power_grid.png
The bar under the picture is 100 µm long. Pins as bars on the die edge. Tap cells in gray.
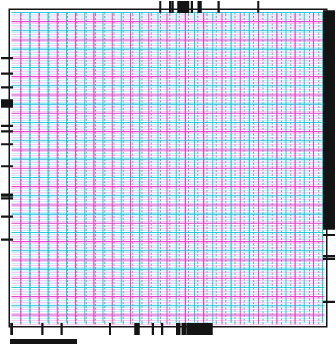
placement_by_type.png
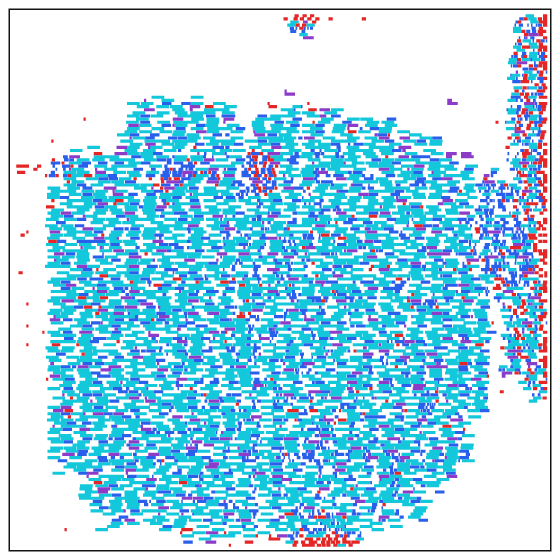
clk_routes.png
The bar under the picture is 100 µm long.
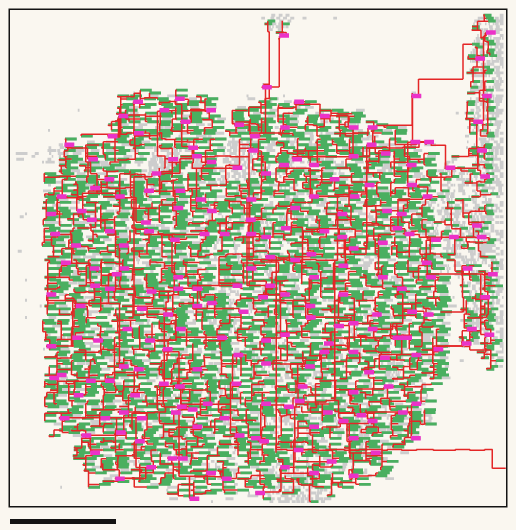
<file path="src/rtl/fetch_stage_ifid_if.sv">
// Bundle between the IF stage and the rest of the pipeline: downstream control,
// instruction-memory preload port and the IF/ID register contents.
interface fetch_stage_ifid_if #(
    parameter int PC_WIDTH   = 64,
    parameter int IMEM_DEPTH = 64
);
    localparam int AW = $clog2(IMEM_DEPTH);

    // No valid/ready pair: stall is level back-pressure that freezes IF, branch_taken
    // overrides stall, and IF_ID_valid qualifies the IF/ID contents every cycle.
    logic                  stall;
    logic                  branch_taken;
    logic [PC_WIDTH-1:0]   branch_target;
    logic                  imem_we;
    logic [AW-1:0]         imem_waddr;
    logic [31:0]           imem_wdata;

    logic [PC_WIDTH-1:0]   PC;
    logic [31:0]           instruction;
    logic [PC_WIDTH-1:0]   IF_ID_PC;
    logic [31:0]           IF_ID_instruction;
    logic                  IF_ID_valid;
    logic                  halted;
    logic [31:0]           fetch_count;
    logic                  fsm_state;

    modport master (
        output stall, branch_taken, branch_target, imem_we, imem_waddr, imem_wdata,
        input  PC, instruction, IF_ID_PC, IF_ID_instruction, IF_ID_valid, halted,
               fetch_count, fsm_state
    );

    modport slave (
        input  stall, branch_taken, branch_target, imem_we, imem_waddr, imem_wdata,
        output PC, instruction, IF_ID_PC, IF_ID_instruction, IF_ID_valid, halted,
               fetch_count, fsm_state
    );
endinterface

</file>
<file path="src/rtl/fetch_stage_ifid.sv">
// IF stage: PC register, word-addressed instruction memory and IF/ID register.
// Fetch halts on an all-zero word or a PC outside the memory until a redirect.
module fetch_stage_ifid #(
    parameter int                 PC_WIDTH   = 64,
    parameter int                 IMEM_DEPTH = 64,
    parameter logic [PC_WIDTH-1:0] RESET_PC  = '0
) (
    input logic               clk,
    input logic               reset,
    fetch_stage_ifid_if.slave bus
);
    localparam int          AW  = $clog2(IMEM_DEPTH);
    localparam logic [31:0] NOP = 32'h0000_0013;

    typedef enum logic {ST_RUN = 1'b0, ST_HALT = 1'b1} state_t;

    state_t              state_q, state_d;
    logic [PC_WIDTH-1:0] pc_q, pc_d;
    logic [PC_WIDTH-1:0] ifid_pc_q, ifid_pc_d;
    logic [31:0]         ifid_instr_q, ifid_instr_d;
    logic                ifid_valid_q, ifid_valid_d;
    logic [31:0]         fetch_count_q, fetch_count_d;

    logic [31:0]         imem [IMEM_DEPTH];
    logic [AW-1:0]       word_idx;
    logic                in_range;
    logic [31:0]         word;

    // Full PC is compared so high bits cannot alias back into the memory.
    assign word_idx = pc_q[2 +: AW];
    assign in_range = (pc_q >> 2) < PC_WIDTH'(IMEM_DEPTH);
    assign word     = in_range ? imem[word_idx] : NOP;

    always_ff @(posedge clk) begin
        if (bus.imem_we) begin
            imem[bus.imem_waddr] <= bus.imem_wdata;
        end
    end

    always_comb begin
        state_d       = state_q;
        pc_d          = pc_q;
        ifid_pc_d     = ifid_pc_q;
        ifid_instr_d  = ifid_instr_q;
        ifid_valid_d  = ifid_valid_q;
        fetch_count_d = fetch_count_q;
        if (bus.branch_taken) begin
            pc_d         = bus.branch_target & ~PC_WIDTH'(3);
            ifid_instr_d = NOP;
            ifid_valid_d = 1'b0;
            state_d      = ST_RUN;
        end else if (!bus.stall) begin
            case (state_q)
                ST_RUN: begin
                    if (in_range && word != 32'h0) begin
                        ifid_pc_d     = pc_q;
                        ifid_instr_d  = word;
                        ifid_valid_d  = 1'b1;
                        pc_d          = pc_q + PC_WIDTH'(4);
                        fetch_count_d = fetch_count_q + 32'd1;
                    end else begin
                        state_d      = ST_HALT;
                        ifid_instr_d = NOP;
                        ifid_valid_d = 1'b0;
                    end
                end
                default: begin
                    ifid_instr_d = NOP;
                    ifid_valid_d = 1'b0;
                end
            endcase
        end
    end

    always_ff @(posedge clk) begin
        if (reset) begin
            state_q       <= ST_RUN;
            pc_q          <= RESET_PC;
            ifid_pc_q     <= '0;
            ifid_instr_q  <= NOP;
            ifid_valid_q  <= 1'b0;
            fetch_count_q <= '0;
        end else begin
            state_q       <= state_d;
            pc_q          <= pc_d;
            ifid_pc_q     <= ifid_pc_d;
            ifid_instr_q  <= ifid_instr_d;
            ifid_valid_q  <= ifid_valid_d;
            fetch_count_q <= fetch_count_d;
        end
    end

    assign bus.PC                = pc_q;
    assign bus.instruction       = word;
    assign bus.IF_ID_PC          = ifid_pc_q;
    assign bus.IF_ID_instruction = ifid_instr_q;
    assign bus.IF_ID_valid       = ifid_valid_q;
    assign bus.halted            = (state_q == ST_HALT);
    assign bus.fetch_count       = fetch_count_q;
    assign bus.fsm_state         = state_q;
endmodule

</file>
<file path="src/flat_wrapper.sv">
// flat-port wrapper written by rule: the top's interface ports become plain ports
module fetch_stage_ifid_flat 
#(
    parameter int                 PC_WIDTH   = 64,
    parameter int                 IMEM_DEPTH = 64,
    parameter logic [PC_WIDTH-1:0] RESET_PC  = '0
)
  (clk, reset, bus_stall, bus_branch_taken, bus_branch_target, bus_imem_we, bus_imem_waddr, bus_imem_wdata, bus_PC, bus_instruction, bus_IF_ID_PC, bus_IF_ID_instruction, bus_IF_ID_valid, bus_halted, bus_fetch_count, bus_fsm_state);
  fetch_stage_ifid_if #(.PC_WIDTH(PC_WIDTH), .IMEM_DEPTH(IMEM_DEPTH)) bus_i ();
  input logic clk;
  input logic reset;
  input wire logic [$bits(bus_i.stall)-1:0] bus_stall;
  input wire logic [$bits(bus_i.branch_taken)-1:0] bus_branch_taken;
  input wire logic [$bits(bus_i.branch_target)-1:0] bus_branch_target;
  input wire logic [$bits(bus_i.imem_we)-1:0] bus_imem_we;
  input wire logic [$bits(bus_i.imem_waddr)-1:0] bus_imem_waddr;
  input wire logic [$bits(bus_i.imem_wdata)-1:0] bus_imem_wdata;
  output wire logic [$bits(bus_i.PC)-1:0] bus_PC;
  output wire logic [$bits(bus_i.instruction)-1:0] bus_instruction;
  output wire logic [$bits(bus_i.IF_ID_PC)-1:0] bus_IF_ID_PC;
  output wire logic [$bits(bus_i.IF_ID_instruction)-1:0] bus_IF_ID_instruction;
  output wire logic [$bits(bus_i.IF_ID_valid)-1:0] bus_IF_ID_valid;
  output wire logic [$bits(bus_i.halted)-1:0] bus_halted;
  output wire logic [$bits(bus_i.fetch_count)-1:0] bus_fetch_count;
  output wire logic [$bits(bus_i.fsm_state)-1:0] bus_fsm_state;
  assign bus_i.stall = bus_stall;
  assign bus_i.branch_taken = bus_branch_taken;
  assign bus_i.branch_target = bus_branch_target;
  assign bus_i.imem_we = bus_imem_we;
  assign bus_i.imem_waddr = bus_imem_waddr;
  assign bus_i.imem_wdata = bus_imem_wdata;
  assign bus_PC = bus_i.PC;
  assign bus_instruction = bus_i.instruction;
  assign bus_IF_ID_PC = bus_i.IF_ID_PC;
  assign bus_IF_ID_instruction = bus_i.IF_ID_instruction;
  assign bus_IF_ID_valid = bus_i.IF_ID_valid;
  assign bus_halted = bus_i.halted;
  assign bus_fetch_count = bus_i.fetch_count;
  assign bus_fsm_state = bus_i.fsm_state;
  fetch_stage_ifid #(.PC_WIDTH(PC_WIDTH), .IMEM_DEPTH(IMEM_DEPTH), .RESET_PC(RESET_PC)) u_core (.clk(clk), .reset(reset), .bus(bus_i));
endmodule
</file>
<file path="config.mk">
export PLATFORM = sky130hd
export DESIGN_NAME = fetch_stage_ifid_flat
export DESIGN_NICKNAME = d
export VERILOG_FILES = /design/src/rtl/fetch_stage_ifid_if.sv /design/src/rtl/fetch_stage_ifid.sv /design/src/flat_wrapper.sv
export SDC_FILE = /design/constraint.sdc
export NUM_CORES = 2
export LEC_CHECK = 0
export CAP_MARGIN = 25
export CORE_MARGIN = 2
export CORE_UTILIZATION = 40
export DETAILED_ROUTE_END_ITERATION = 8
export PLACE_DENSITY = 0.65
export SYNTH_ARGS = -nofsm -noshare
export SYNTH_HDL_FRONTEND = slang
export SYNTH_SLANG_ARGS = --single-unit
</file>
<file path="constraint.sdc">
create_clock -name clk -period 9.6 [get_ports clk]
set_input_delay 1.92 -clock clk [delete_from_list [all_inputs] [get_ports clk]]
set_output_delay 1.92 -clock clk [all_outputs]
set_load 0.02 [all_outputs]
</file>
==> run summary <==
status - completed
final setup margin - 1.85 ns
Yosys top cell by area - edfxtp_1
Worst Path Max Fanout - 35
post_cts resized - 0
crit end category - output pin
EDFF count, synth - 2,048
clkbuf count - 287
Worst-path clk slew - 0.06 ns
Post-Route Setup TNS - 0 ns
via count - 47,000
Top cell excl fill/tap - edfxtp_1
largest net degree at the start of global routing - 115
PwrDens - 203 nW/µm²
FF+latch area - 65,400 µm²
Final Cycle Share - 0.807
RD Place Congestion - 0.841
first-pass GRT wire length - 353,000 µm
post-DP HPWL - 145,000 µm
Setup Viol. Count Final - 0
ClkCell Share - 0.0693
Critical Path RT - 7.68 ns
n_taps - 2,838
Synth warnings - 0
Post-Syn Area - 86,400 µm²
Routed wire per std cell - 32.5 µm
fraction of area in multi-input gates - 0.198
RSZ-0062 raised after global routing - no
FP Core Util - 0.403
FF+latch count - 2,244
CP Cell Sequence - clkinv_2 -> buf_4 -> buf_4 -> nand2_1 -> o22ai_1 -> nor4_1 -> nor2_1 -> a211oi_1 -> clkdlybuf4s50_1
GR Util All Layers - 0.230
TritonCTS clock tree - built
Nets - 4,952
Comb power frac - 0.065
Log Warnings - 37
ratio of cells with drive above 1 in the final layout - 0.220
post-place setup slack - 2.86 ns
Slew @ Worst Pin - 1.17 ns
drt pass-1 iters - 6
most frequent cells in the layout - edfxtp_1, mux4_2, clkdlybuf4s50_1
library cells used by synthesis - 77
Overflow after GRT - 0
Most common cell on crit path - buf_4
Max rail drop VDD - 171 µV
top-count cell post-synth - edfxtp_1
Post-CTS Setup Bufs - 0
flops & latches, synth - 2,244
Max-slew headroom - 0.197
sequential area share after synthesis - 0.757
Commonest cells post-synth - edfxtp_1, mux4_2, mux2i_1
root buf cell - clkbuf_16
Die Footprint - 220,000 µm²
max-capacitance violation count - 0
CTS H-tree depth - 4
share of synthesized registers carrying an async set or reset - 0
vias per cell - 5.96
largest class - registers
Finished Core Util - 0.471
Hold-fix buffers, CTS - 0
WS Path Type - flop to output pin
Setup crit start kind - flop
Inverters, non-clock - 32
number of fill cells in the layout - 17,500
final hold vios - 0
mean post-synth cell area - 19.7 µm²
Top delay family on crit path - buffers and inverters
ANT cells - 22
Multi-In Gates - 1,848
DRT iter0 DRCs - 6,486
DRC errors left - 0
hold crit path type - flop to flop
I/O pin count - 334
post-synthesis cell count - 4,377
slowest cell on the critical path - a211oi_1
worst hold slack - 0.457 ns
Clock Tree Buf Depth - 3
top cells, area - edfxtp_1, mux4_2, dfxtp_1, mux2i_1, nor2_1
Crit path buffers/inverters - 4
CP arrival - 5.83 ns
Detail Route Antenna Nets - 0
signal buffers share of area - 0.0487
Tmin final - 7.75 ns
Fmax achieved - 129 MHz
final slew viol count - 0
Num CTS Buffers - 216
vias in the first global route - 44,900
Clock Sink Count - 2,244
area grow syn2layout - 17.0%
cell count in the Yosys report - 4,377
Comb area - 20,000 µm²
Int Power - 0.0159 W
Area leader share - 0.712
Port-buffer cells - 327
sequential share of power - 0.525
drt total wl - 257,000 µm
leakage power - 31.5 nW
NetSw - 0.00462 W
Synth Flop Type - edfxtp_1
nonclk buf count - 501
sw frac - 0.225
Worst path max stage delay - 0.86 ns
Yosys Chip Area - 86,400 µm²
antenna violations before repair - 29
## Picture notes: power_grid.png
VDD: drawn in cyan. VSS: drawn in magenta.
171 met1 rails follow the rows. 34 straps on met4.
Chip Width: 469 µm
Die Ht: 469 µm

## Picture notes: placement_by_type.png
clock drivers and dummy loads: drawn in purple, cells 403. combinational and other logic: drawn in blue, cells 1,880. remaining buffers and delay cells: drawn in red, cells 501. sequential cells: drawn in cyan, cells 2,244.
post-layout instance area: 101,000 µm²
Seq/total area: 0.647
row count: 170
core area: 215,000 µm²

## Picture notes: clk_routes.png
flip-flops: drawn in green, count 2,244. clock wires: drawn in red, length 24.8 mm. clock drivers: drawn in magenta, count 216.
There are 217 routed clock nets.
clock network fraction of total power: 0.410
skew final: 0.0713 ns
Clock net power: 0.00842 W
Latency at later pin: 0.88 ns

[power by group through the flow]
stage | combinational (W) | sequential, W | clock (W)
finish | 0.00133 | 0.0108 | 0.00842
global route | 0.00139 | 0.0108 | 0.00889
CTS | 0.00128 | 0.0108 | 0.00851
detailed placement | 0.00128 | 0.0110 | 0
global placement | 0.00126 | 0.0110 | 0
floorplan | 0.000708 | 0.0110 | 0
[per-stage QoR]
step                instances  cell area (µm²)  power (W)
floorplan                4380            86400     0.0117
global placement         7426            93400     0.0123
detailed placement       7434            93500     0.0123
CTS                      7837           100000     0.0206
global route             7878           101000     0.0211
finish                   7888           101000     0.0205
[sequential cells by signal, indices dropped and copies added, names as in the netlist, named ones only]
name / cells
u_core.bus.PC: 62
u_core.bus.IF_ID_PC: 62
u_core.bus.fsm_state: 1
u_core.bus.fetch_count: 32
u_core.imem: 2048
u_core.bus.IF_ID_instruction: 32
u_core.bus.IF_ID_valid: 1
[worst paths after layout]
kind                                               from                 endpoint  slack (ns)  cells past startpoint
worst min register to register  u_core.bus.IF_ID_PC[59]  u_core.bus.IF_ID_PC[59]        0.46                      1
worst max-delay path                               flop      bus_instruction[17]        1.85                      9
worst max register to register                     flop                     flop        2.71                     12
worst min-delay path            u_core.bus.IF_ID_PC[59]  u_core.bus.IF_ID_PC[59]        0.46                      1
[cells by family after synthesis]
family / count (synthesis) / synth area share
other: 1 / 0.0000434
buffers and inverters: 288 / 0.0173
multiplexers: 763 / 0.153
flip-flops: 2244 / 0.757
AND/OR/NAND/NOR: 667 / 0.0380
AND-OR/OR-AND: 412 / 0.0339
adder cells (fa/ha/maj): 2 / 0.000290
[metal layers]
layer	global-route usage	up-vias	routed length [µm]
li1	-	18900	-
met1	0.303	24800	98000
met2	0.369	2724	122000
met3	0.0503	491	25100
met4	0.0967	14	11400
met5	0	-	90
No activity file was given, so power comes from the tool's default toggle rates.
